**config.mk**
```make
export PLATFORM = sky130hd
export DESIGN_NAME = serial_alu_seq
export DESIGN_NICKNAME = d
export VERILOG_FILES = /design/src/rtl/serial_alu_seq.sv
export SDC_FILE = /design/constraint.sdc
export NUM_CORES = 1
export LEC_CHECK = 0
export ABC_AREA = 1
export CAP_MARGIN = 20
export CORE_MARGIN = 2
export CORE_UTILIZATION = 53
export DETAILED_ROUTE_END_ITERATION = 8
export GPL_TIMING_DRIVEN = 0
export PLACE_DENSITY = 0.78
export SLEW_MARGIN = 25
export SYNTH_ARGS = -nofsm -noshare
export SYNTH_HDL_FRONTEND = slang
export SYNTH_SLANG_ARGS = --single-unit
export TNS_END_PERCENT = 1
```
**constraint.sdc**
```tcl
create_clock -name clk -period 4.32 [get_ports clk]
set_input_delay 0.432 -clock clk [delete_from_list [all_inputs] [get_ports clk]]
set_output_delay 0.432 -clock clk [all_outputs]
set_load 0.01 [all_outputs]
```
**src/rtl/serial_alu_seq.sv**
```systemverilog
// Bit-serial ALU sequencer: walks a one-bit ALU slice across WIDTH bit positions, LSB first,
// keeping the ripple carry in a flop and resolving SLT/overflow at the MSB step.
module serial_alu_seq #(
    parameter int WIDTH = 32
) (
    input  logic             clk,
    input  logic             rst_n,
    input  logic             start,
    input  logic [WIDTH-1:0] a,
    input  logic [WIDTH-1:0] b,
    input  logic [3:0]       alu_ctl,
    output logic             ready,
    output logic             done,
    output logic [WIDTH-1:0] result,
    output logic             zero,
    output logic             overflow
);
    localparam int CW = (WIDTH > 2) ? $clog2(WIDTH) : 1;
    localparam logic [CW-1:0] LAST = CW'(WIDTH - 1);

    typedef enum logic [1:0] {IDLE, RUN, DONE} state_t;

    state_t           state, state_nxt;
    logic [WIDTH-1:0] a_q, b_q, acc, assembled, res_final;
    logic [3:0]       ctl_q;
    logic [CW-1:0]    count;
    logic             carry, carry_out, ai, bi, sum, bit_val;

    function automatic logic majority(input logic x, input logic y, input logic z);
        return (x & y) | (x & z) | (y & z);
    endfunction

    always_ff @(posedge clk) begin
        if (!rst_n) state <= IDLE;
        else        state <= state_nxt;
    end

    always_comb begin
        state_nxt = state;
        case (state)
            IDLE:    if (start) state_nxt = RUN;
            RUN:     if (count == LAST) state_nxt = DONE;
            DONE:    state_nxt = IDLE;
            default: state_nxt = IDLE;
        endcase
    end

    always_comb begin
        ready = (state == IDLE);
        done  = (state == DONE);
    end

    // One-bit slice at position count; ctl_q = {Ainvert, Binvert, Operation}
    always_comb begin
        ai        = a_q[count] ^ ctl_q[3];
        bi        = b_q[count] ^ ctl_q[2];
        sum       = ai ^ bi ^ carry;
        carry_out = majority(ai, bi, carry);
        case (ctl_q[1:0])
            2'b00:   bit_val = ai & bi;
            2'b01:   bit_val = ai | bi;
            2'b10:   bit_val = sum;
            default: bit_val = 1'b0;
        endcase
        assembled        = acc;
        assembled[count] = bit_val;
        res_final        = assembled;
        // At the MSB, sum is the sign of a-b: this is the Less feedback into bit 0.
        if (ctl_q[1:0] == 2'b11) res_final[0] = sum;
    end

    // Operand capture and partial-result accumulation need no reset.
    always_ff @(posedge clk) begin
        if (state == IDLE && start) begin
            a_q   <= a;
            b_q   <= b;
            ctl_q <= alu_ctl;
            acc   <= '0;
        end else if (state == RUN) begin
            acc <= assembled;
        end
    end

    always_ff @(posedge clk) begin
        if (!rst_n) begin
            count    <= '0;
            carry    <= 1'b0;
            result   <= '0;
            zero     <= 1'b0;
            overflow <= 1'b0;
        end else if (state == IDLE && start) begin
            carry <= alu_ctl[2];
            count <= '0;
        end else if (state == RUN) begin
            carry <= carry_out;
            if (count == LAST) begin
                count    <= '0;
                result   <= res_final;
                zero     <= (res_final == '0);
                overflow <= (ctl_q[1:0] == 2'b10) & (carry ^ carry_out);
            end else begin
                count <= count + CW'(1);
            end
        end
    end
endmodule

```
==> results_dict.tcl, run 1 <==
# place-and-route summary
set metrics [dict create \
    outcome "complete, but fails checks" \
    violations "DRC" \
    cp_max_fo 11 \
    finalCritPeriodShare 0.909 \
    slew_headroom 0.589 \
    ys_async_sr_fraction 0 \
    gp_congestion 0.923 \
    clock-sinks 142 \
    cts_buffers 17 \
    fp.dieW_um 113 \
    synth_seq_share 0.561 \
    synth_flops 142 \
    hold_depth 3 \
    finalSetupViolations 0 \
    p_leak_uw 0.00342 \
    initCoreUtil 0.546 \
    vias_per_cell 5.55 \
    top_area_frac 0.325 \
    dp_cells 969 \
    cts_setup_buffers 0 \
    final_nets 924 \
    h-tree-depth 4 \
    startpoint "count[1]" \
    hold_viol_final 0 \
    hold_path.class "in -> reg" \
    synth_chip_area_um2 6280 \
    finalSetupTns_ns 0 \
    yosys.cell_types.count 30 \
    die_area_um2 12700 \
    antenna_found_initial 0 \
    powerDensity_nw_per_um2 411 \
    cts_tree "built" \
    syn_area_um2 6280 \
    numPortBuffers 105 \
    vias 5554 \
    yosysMostFrequentCell "nand2_1" \
    avgSynthCellArea_um2 8.73 \
    reg2reg_slack_ns 0.39 \
    cp-start-kind "register" \
    first_pass_iters 7 \
    row_count 39 \
    grt.overflow.total 0 \
    layout.cells.non_filler 1001 \
    final_antenna_net_count 0 \
    drtIter0Drc 554 \
    worstMarginPinSlew_ns 0.609 \
    clk_path_buf_depth 2 \
    crit_type "reg -> reg" \
    dp_hpwl_um 11800 \
    syn_inst 720 \
    route.detailed.drc 5 \
    core-area_um2 11500 \
    rsz0062_at_grt "no" \
    path_clk_slew_ns 0.06 \
    yosys_warnings 0 \
    fmax_mhz 255 \
    maxCapViolCount 0 \
    ios 107 \
    timing.rr.start "count[1]" \
    area_growth_pct 28.9 \
    ys_cells 720 \
    log.warning_count 31 \
    min_period_ns 3.93 \
    num_antenna_cells 0 \
    worstRegToRegCells 22 \
    yosysTopAreaCell "edfxtp_1" \
    top_cells_by_area "edfxtp_1, dfxtp_1, nand2_1" \
    ff_type "dfxtp_1" \
    die_y_um 113 \
    min_from "rst_n" \
    wirelength_um 16600 \
    grt_max_degree 54 \
    grt_pass1_vias 5523 \
    worstPathArrival_ns 4.29 \
    synth_nets 799 \
    fillerInstances 870 \
    edf_count 68 \
    clk-insertion-delay-late_ns 0.43 \
    ir_worst_vdd_v 0.000250 \
    fin_skew_ns 0.00654 \
    grt_first_pass_wirelength_um 26500 \
    wl_per_cell_um 16.6 \
    synthTopCellsByCount "nand2_1, inv_1, o21ai_0" \
    cp-end-kind "register" \
    clockRootBuffer "clkbuf_16" \
    drive_gt1_frac 0.0536 \
    required_ns 4.68 \
    slew_violations 0 \
]
## run 1: state kept, by name (all words and copies together) (netlist names)
register	count
zero	1
result	32
count	5
acc	32
a_q	32
b_q	32
carry	1
ctl_q	4
state	2
overflow	1
## run 1: cell type report
cell class              instances  area, µm²  share of cell area
plain buffers                  38        153              0.0188
multi-input cells             448       2260               0.279
inverters                      92        348              0.0429
well taps                     143        179              0.0221
flip-flops and latches        142       3520               0.435
clock inverters                11       93.8              0.0116
clock buffers                  21        462              0.0570
repair buffers                106       1080               0.133
## run 1: per-layer routing
layer	share of wire	global-route usage	vias up
met5	0	0	-
met4	0.027	0.115	0
met3	0.079	0.0621	45
met2	0.49	0.448	260
met1	0.41	0.335	2597
li1	-	-	2652
## run 1: worst paths after layout
path / endpoint
worst max-delay path: zero
worst min-delay path: zero
worst max register to register: zero
worst min register to register: zero
## run 1: cells by family (layout without fill, tap and decap cells)
family / after synthesis / count (layout) / share of synthesized area
adder cells (fa/ha/maj): 8 / 8 / 0.0171
buffers and inverters: 130 / 268 / 0.0791
XOR/XNOR: 6 / 6 / 0.00836
AND/OR/NAND/NOR: 247 / 247 / 0.158
flip-flops: 142 / 142 / 0.561
AND-OR/OR-AND: 187 / 187 / 0.177
## run 1: placed cells by master (no fill, tap or decap), types with 2 or more instances in the layout
cell / Yosys / routed
nand2_1: 129 / 129
clkdlybuf4s50_1: 0 / 105
inv_1: 89 / 88
o21ai_0: 86 / 83
nor2_1: 81 / 81
dfxtp_1: 74 / 74
edfxtp_1: 68 / 68
clkbuf_1: 30 / 32
o211ai_1: 30 / 30
nand3_1: 29 / 29
o21bai_1: 29 / 29
a21oi_1: 20 / 20
clkbuf_16: 0 / 18
o22ai_1: 16 / 16
o21ai_1: 4 / 7
ha_1: 7 / 7
buf_2: 6 / 6
xor2_1: 4 / 4
clkinv_2: 0 / 4
inv_2: 3 / 3
clkinvlp_4: 0 / 3
clkbuf_2: 1 / 2
nand4_1: 2 / 2
xnor2_1: 2 / 2
clkinv_4: 0 / 2
## run 1: worst max-delay path, cell delays in order (launching register included)
cell	delay (ns)
dfxtp_1	0.32
clkbuf_2	0.20
inv_1	0.25
buf_2	0.29
o21ai_0	0.13
o22ai_1	0.24
nand2_1	0.08
nand2_1	0.07
inv_1	0.04
nand4_1	0.13
xnor2_1	0.12
fa_1	0.49
inv_1	0.06
nand2_1	0.10
nand2_1	0.10
buf_2	0.21
o21ai_1	0.25
nand2_1	0.10
nor2_1	0.14
nand2_1	0.10
nor2_1	0.20
nand3_1	0.11
a21oi_1	0.13
## run 1: timing repair
item,4_1_cts,5_1_grt
hold endpoints to repair,0,0
setup endpoints to repair,0,1
resized,0,5
hold buffers,0,0
## run 1: through the flow
stage	hold WS (ns)	instance area [µm²]	total power (µW)	utilization	setup slack (ns)
after detailed placement	0.470	7540	1960	0.655	0.419
after global placement	0.462	7510	1940	0.652	0.542
after global routing	0.498	8100	3440	0.703	0.0610
final	0.449	8100	3330	0.703	0.392
after CTS	0.442	8100	3320	0.703	0.312
after floorplan	0.454	6280	1800	-	1.32
## run 1: where the power goes
group	total, µW	internal (µW)	switching (µW)
clock	1380	820	563
sequential	1540	1500	35.7
combinational	409	162	247
total	3330	2490	846
Run 1, M2 wires:
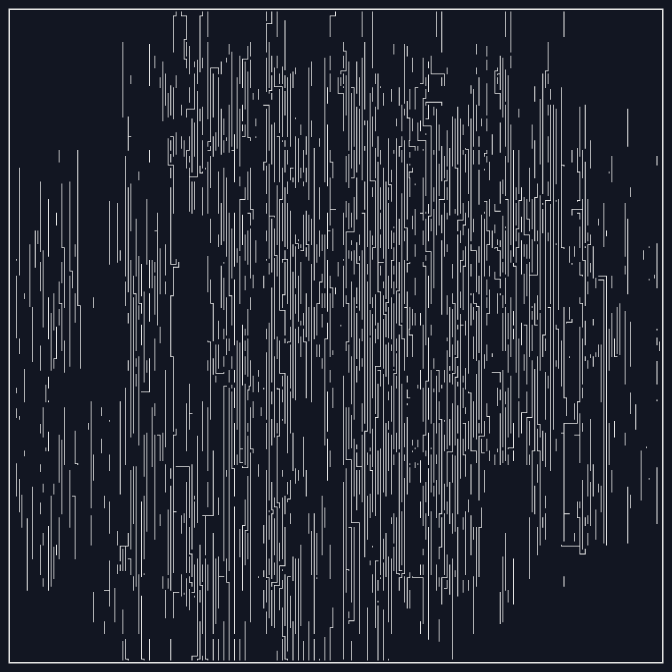
wire length on this layer: 8,120 µm
share of all routed wire: 49%
longest straight run: 56.1 µm

Run 1, placement density heat map:
The die is cut into 11 by 11 equal tiles; white is low, dark blue is high, 0 to 100% covered.
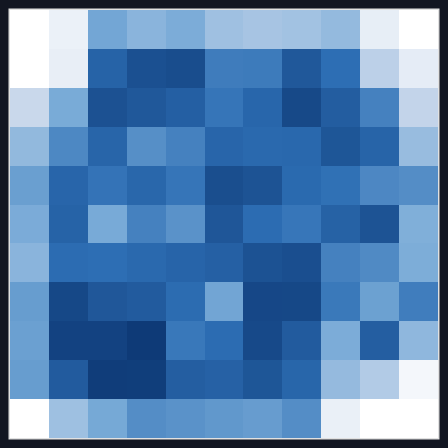
mean over tiles: 62%
nearly empty tiles: 5.0%
fullest tile: 96%
tiles over 75% full: 45%

Run 1, routing congestion map:
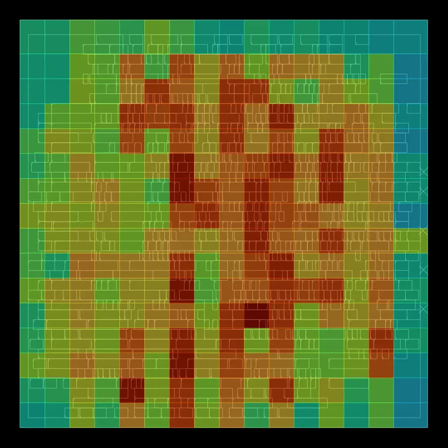
total track usage: 0.268
final core utilization: 0.703

==> run 2, diff against run 1 <==
Settings changed: CAP_MARGIN 20 to not set.
Run 2, routing congestion map:
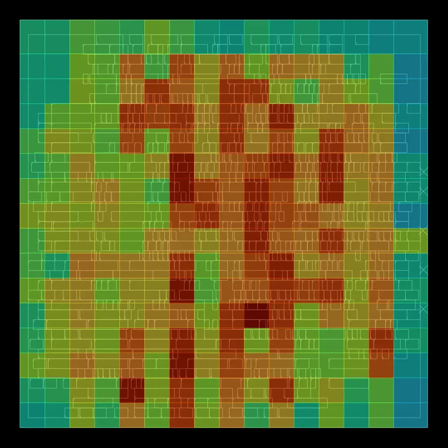
most used routing layer: met2
M2 GR Usage: 0.448

==> results_dict.tcl, run 2 <==
# place-and-route summary
set metrics [dict create \
    finalSetupTns_ns 0 \
    gp_congestion 0.923 \
    final_antenna_net_count 0 \
    violations "DRC" \
    cp-start-kind "register" \
    h-tree-depth 4 \
    p_int_uw 2490 \
    slew_headroom 0.589 \
    top_cells_by_area "edfxtp_1, dfxtp_1, nand2_1" \
    cp_max_fo 11 \
    ios 107 \
    final_cell_mix "nand2_1, clkdlybuf4s50_1, inv_1" \
    wl_per_cell_um 16.6 \
    synth_seq_share 0.561 \
    switching_power_uw 846 \
    required_ns 4.68 \
    die_y_um 113 \
    worstPathArrival_ns 4.29 \
    drtIter0Drc 554 \
    maxCapViolCount 0 \
    cts_setup_buffers 0 \
    worstMarginPinSlew_ns 0.609 \
    combPwrFrac 0.123 \
    log.warning_count 31 \
    numPortBuffers 105 \
    yosys_warnings 0 \
    crit_chain "clkbuf_2 > inv_1 > buf_2 > o21ai_0 > o22ai_1 > nand2_1 > nand2_1 > inv_1 > nand4_1 > xnor2_1 > fa_1 > inv_1 > nand2_1 > nand2_1 > buf_2 > o21ai_1 > nand2_1 > nor2_1 > nand2_1 > nor2_1 > nand3_1 > a21oi_1" \
    route.detailed.drc 5 \
    hold_viol_final 0 \
    row_count 39 \
    clock-sinks 142 \
    vias 5554 \
    cp_common_cell "nand2_1" \
    wirelength_um 16600 \
    crit_type "reg -> reg" \
    synth_flops 142 \
    fmax_mhz 255 \
    hold_path.class "in -> reg" \
    use_met1 0.335 \
    clk_path_buf_depth 2 \
    drive_gt1_frac 0.0536 \
    path_clk_slew_ns 0.06 \
    ys_async_sr_fraction 0 \
    placed_cell_area_um2 7540 \
    grt.overflow.total 0 \
    finalInstanceArea_um2 8100 \
    use_met3 0.0621 \
    dp_hpwl_um 11800 \
    fin_skew_ns 0.00654 \
    fp.dieW_um 113 \
    cts_tree "built" \
    synth_chip_area_um2 6280 \
    grt_first_pass_wirelength_um 26500 \
    finalCritPeriodShare 0.909 \
    yosysMostFrequentCell "nand2_1" \
    clkPwrFrac 0.415 \
    final_nets 924 \
    antenna_found_initial 0 \
    holdWs_ns 0.449 \
    critPathBufInv 6 \
    rsz0062_at_grt "no" \
    syn_area_um2 6280 \
    max_stage_delay_ns 0.49 \
    min_period_ns 3.93 \
    clockRootBuffer "clkbuf_16" \
    cp-end-kind "register" \
    area_growth_pct 28.9 \
    first_pass_iters 7 \
    seqPwrFrac 0.462 \
    yosys.cell_types.count 30 \
    p_leak_uw 0.00342 \
    top_area_frac 0.325 \
    die_area_um2 12700 \
    edf_count 68 \
    path_delay_family "simple AND/OR/NAND/NOR gates" \
    slowest_stage "fa_1" \
    synth_nets 799 \
    avgSynthCellArea_um2 8.73 \
    initCoreUtil 0.546 \
    p_sw_frac 0.254 \
    powerDensity_nw_per_um2 411 \
    ff_type "dfxtp_1" \
    synthTopCellsByCount "nand2_1, inv_1, o21ai_0" \
    grt_pass1_vias 5523 \
    yosysTopAreaCell "edfxtp_1" \
    outcome "complete, but fails checks" \
    ir_worst_vdd_v 0.000250 \
    vias_per_cell 5.55 \
    core-area_um2 11500 \
    ys_cells 720 \
    syn_inst 720 \
]
Run 2, selected gate families:
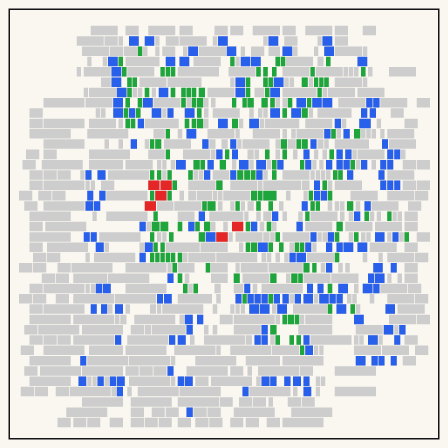
legend:
  green:
    family: NAND gates
    cells: 162
    most_used: nand2_1
  red:
    family: XOR/XNOR gates
    cells: 6
    most_used: xor2_1
  blue:
    family: inverting AOI/OAI gates
    cells: 187
    most_used: o21ai_0
    where: all over the die
dominant logic cell type in the layout: nand2_1
Non-Filler Instances: 1,001
logic share of the area: 0.279

==> run 2: kinds of logic (layout without fill, tap and decap cells) <==
| logic type | after synthesis | in the layout | synth area share |
|---|---|---|---|
| flip-flops | 142 | 142 | 0.561 |
| adder cells (fa/ha/maj) | 8 | 8 | 0.0171 |
| AND-OR/OR-AND | 187 | 187 | 0.177 |
| XOR/XNOR | 6 | 6 | 0.00836 |
| AND/OR/NAND/NOR | 247 | 247 | 0.158 |
| buffers and inverters | 130 | 268 | 0.0791 |
==> run 2: final timing paths <==
check                               from    to  slack (ns)  cells after the start
worst max-delay path            count[1]  zero        0.39                     22
worst min-delay path               rst_n  zero        0.45                      3
worst max register to register  count[1]  zero        0.39                     22
worst min register to register      zero  zero        0.48                      2
==> run 2: cell type report <==
type | instances | area (µm²)
Timing Repair Buffer | 106 | 1080
Buffer | 38 | 153
Multi-Input combinational cell | 448 | 2260
Clock buffer | 21 | 462
Fill cell | 870 | 3420
Inverter | 92 | 348
Tap cell | 143 | 179
Clock inverter | 11 | 93.8
Sequential cell | 142 | 3520
==> run 2: per-layer routing <==
layer	vias up	wire [µm]
met3	45	1310
met4	0	442
li1	2652	-
met2	260	8120
met1	2597	6740
met5	-	0
==> run 2: worst min-delay path, stage by stage <==
cell	delay, ns
buf_1	0.17
inv_1	0.17
a21oi_1	0.06
==> run 2: power groups by stage <==
stage | registers (µW) | clock network, µW | logic (µW)
final | 1540 | 1380 | 409
after CTS | 1540 | 1380 | 402
after detailed placement | 1560 | 0 | 396
after global placement | 1560 | 0 | 377
after floorplan | 1550 | 0 | 243
after global routing | 1550 | 1440 | 452
==> run 2: per-stage QoR <==
stage / total power [µW] / utilization / setup slack (ns) / cells
2_1_floorplan: 1800 / - / 1.32 / 720
3_3_place_gp: 1940 / 0.652 / 0.542 / 968
3_5_place_dp: 1960 / 0.655 / 0.419 / 969
4_1_cts: 3320 / 0.703 / 0.312 / 1001
5_1_grt: 3440 / 0.703 / 0.0610 / 1001
6_report: 3330 / 0.703 / 0.392 / 1001
==> run 2: repair_timing <==
action / in CTS / in global routing
hold buffers: 0 / 0
setup endpoints to repair: 0 / 1
gates resized: 0 / 5
==> run 3, diff against run 2 <==
Settings changed: SKIP_CTS_REPAIR_TIMING set to 1.
Run 3, selected gate families:
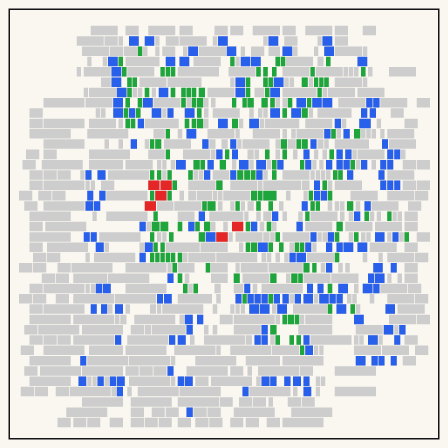
legend:
  blue:
    family: inverting AOI/OAI gates
    cells: 187
    most_used: o21ai_0
    where: all over the die
  red:
    family: XOR/XNOR gates
    cells: 6
    most_used: xor2_1
  green:
    family: NAND gates
    cells: 162
    most_used: nand2_1

Run 3, wiring by layer:
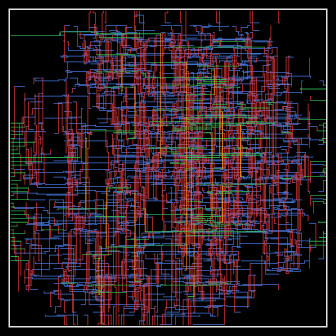
legend:
  green:
    layer: metal 3
    wire_length: 1,310 µm
  orange:
    layer: metal 4
    wire_length: 442 µm
  red:
    layer: metal 2
    wire_length: 8,120 µm
  blue:
    layer: metal 1
    wire_length: 6,740 µm
final wirelength: 16,600 µm
total number of vias: 5,554

==> results_dict.tcl, run 3 <==
# place-and-route summary
set metrics [dict create \
    maxCapViolCount 0 \
    wl_per_cell_um 16.6 \
    rsz0062_at_grt "no" \
    path_delay_family "simple AND/OR/NAND/NOR gates" \
    drive_gt1_frac 0.0536 \
    cp-start-kind "register" \
    yosys_warnings 0 \
    antenna_found_initial 0 \
    ff_type "dfxtp_1" \
    p_int_uw 2490 \
    final_antenna_net_count 0 \
    seqCellArea_um2 3520 \
    dp_hpwl_um 11800 \
    num_antenna_cells 0 \
    cts_buffers 17 \
    yosysMostFrequentCell "nand2_1" \
    synth_nets 799 \
    layout.cells.non_filler 1001 \
    worstMarginPinSlew_ns 0.609 \
    final_nets 924 \
    switching_power_uw 846 \
    top_area_frac 0.325 \
    crit_type "reg -> reg" \
    avgSynthCellArea_um2 8.73 \
    clock-sinks 142 \
    finalCritPeriodShare 0.909 \
    required_ns 4.68 \
    grt_pass1_vias 5523 \
    clk_path_buf_depth 2 \
    hold_path.class "in -> reg" \
    grt_max_degree 54 \
    synth_chip_area_um2 6280 \
    clockRootBuffer "clkbuf_16" \
    hold_viol_final 0 \
    grt.overflow.total 0 \
    worstRegToRegCells 22 \
    core-area_um2 11500 \
    min_period_ns 3.93 \
    hold_depth 3 \
    numPortBuffers 105 \
    log.warning_count 31 \
    route.detailed.drc 5 \
    top_cells_by_area "edfxtp_1, dfxtp_1, nand2_1" \
    initCoreUtil 0.546 \
    synth_seq_share 0.561 \
    p_leak_uw 0.00342 \
    ys_async_sr_fraction 0 \
    clk-insertion-delay-late_ns 0.43 \
    outcome "complete, but fails checks" \
    yosysTopAreaCell "edfxtp_1" \
    max_stage_delay_ns 0.49 \
    timing.rr.start "count[1]" \
    lay_top_count "nand2_1" \
    fp.dieW_um 113 \
    crit-reg2reg-capture "zero" \
    finish.utilization 0.703 \
    seqPwrFrac 0.462 \
    vias_per_cell 5.55 \
    ys_cells 720 \
    track_usage 0.268 \
    yosys.cell_types.count 30 \
    critPathBufInv 6 \
    violations "DRC" \
    finalSetupViolations 0 \
    cp_common_cell "nand2_1" \
    reg2reg_slack_ns 0.39 \
    synthTopCellsByCount "nand2_1, inv_1, o21ai_0" \
    p_sw_frac 0.254 \
    crit_chain "clkbuf_2 > inv_1 > buf_2 > o21ai_0 > o22ai_1 > nand2_1 > nand2_1 > inv_1 > nand4_1 > xnor2_1 > fa_1 > inv_1 > nand2_1 > nand2_1 > buf_2 > o21ai_1 > nand2_1 > nor2_1 > nand2_1 > nor2_1 > nand3_1 > a21oi_1" \
    final_cell_mix "nand2_1, clkdlybuf4s50_1, inv_1" \
    finalSetupTns_ns 0 \
    worstPathArrival_ns 4.29 \
    slew_headroom 0.589 \
    hold_end "zero" \
    synth_flops 142 \
    syn_area_um2 6280 \
    powerDensity_nw_per_um2 411 \
    die_y_um 113 \
    path_clk_slew_ns 0.06 \
    edf_count 68 \
    dp_cells 969 \
    cp-end-kind "register" \
    ios 107 \
    row_count 39 \
    fillerInstances 870 \
    min_from "rst_n" \
    drtIter0Drc 554 \
    cts_tree "built" \
    logic_area_um2 2260 \
    fmax_mhz 255 \
    gp_congestion 0.923 \
    cp_max_fo 11 \
    syn_inst 720 \
    grt_first_pass_wirelength_um 26500 \
    slowest_stage "fa_1" \
    ir_worst_vdd_v 0.000250 \
    clkPwrFrac 0.415 \
    die_area_um2 12700 \
    slew_violations 0 \
    fin_skew_ns 0.00654 \
    combPwrFrac 0.123 \
    first_pass_iters 7 \
    h-tree-depth 4 \
    area_growth_pct 28.9 \
]
## run 3: how the worst max path moves through the flow
stage                        start    to  slack [ns]  depth (start not counted)
after global routing      count[0]  zero        0.06                         21
after CTS                 count[1]  zero        0.31                         21
final                     count[1]  zero        0.39                         22
after global placement    count[1]  zero        0.54                         21
after floorplan           count[0]  zero        1.32                         21
after detailed placement  count[0]  zero        0.42                         20
## run 3: through the flow
step | worst slack (ns) | hold WS, ns | cell area [µm²] | total power [µW]
6_report | 0.392 | 0.449 | 8100 | 3330
5_1_grt | 0.0610 | 0.498 | 8100 | 3440
3_5_place_dp | 0.419 | 0.470 | 7540 | 1960
3_3_place_gp | 0.542 | 0.462 | 7510 | 1940
4_1_cts | 0.312 | 0.442 | 8100 | 3320
2_1_floorplan | 1.32 | 0.454 | 6280 | 1800
## run 3: routing by layer
layer / GRT usage / share of wire / wire length, µm / vias to the layer above
met2: 0.448 / 0.49 / 8120 / 260
li1: - / - / - / 2652
met1: 0.335 / 0.41 / 6740 / 2597
met5: 0 / 0 / 0 / -
met3: 0.0621 / 0.079 / 1310 / 45
met4: 0.115 / 0.027 / 442 / 0
## run 3: cells by family (layout without fill, tap and decap cells)
logic type / after synthesis / count (layout) / share of synthesized area
buf+inv: 130 / 268 / 0.0791
compound gates: 187 / 187 / 0.177
fa+ha+maj: 8 / 8 / 0.0171
simple gates: 247 / 247 / 0.158
flops: 142 / 142 / 0.561
xor+xnor: 6 / 6 / 0.00836
## run 3: area by class of cell
cell class              count  share of cell area
clock inverters            11              0.0116
flip-flops and latches    142               0.435
plain buffers              38              0.0188
inverters                  92              0.0429
clock buffers              21              0.0570
well taps                 143              0.0221
multi-input cells         448               0.279
repair buffers            106               0.133
## run 3: tightest hold or removal path, stage by stage
cell,delay (ns)
buf_1,0.17
inv_1,0.17
a21oi_1,0.06
## run 3: power groups by stage
stage          sequential (µW)  combinational, µW  clock (µW)
2_1_floorplan             1550                243           0
3_3_place_gp              1560                377           0
3_5_place_dp              1560                396           0
4_1_cts                   1540                402        1380
5_1_grt                   1550                452        1440
6_report                  1540                409        1380
Power figures rest on the tool's default switching activity, not on a simulated workload.
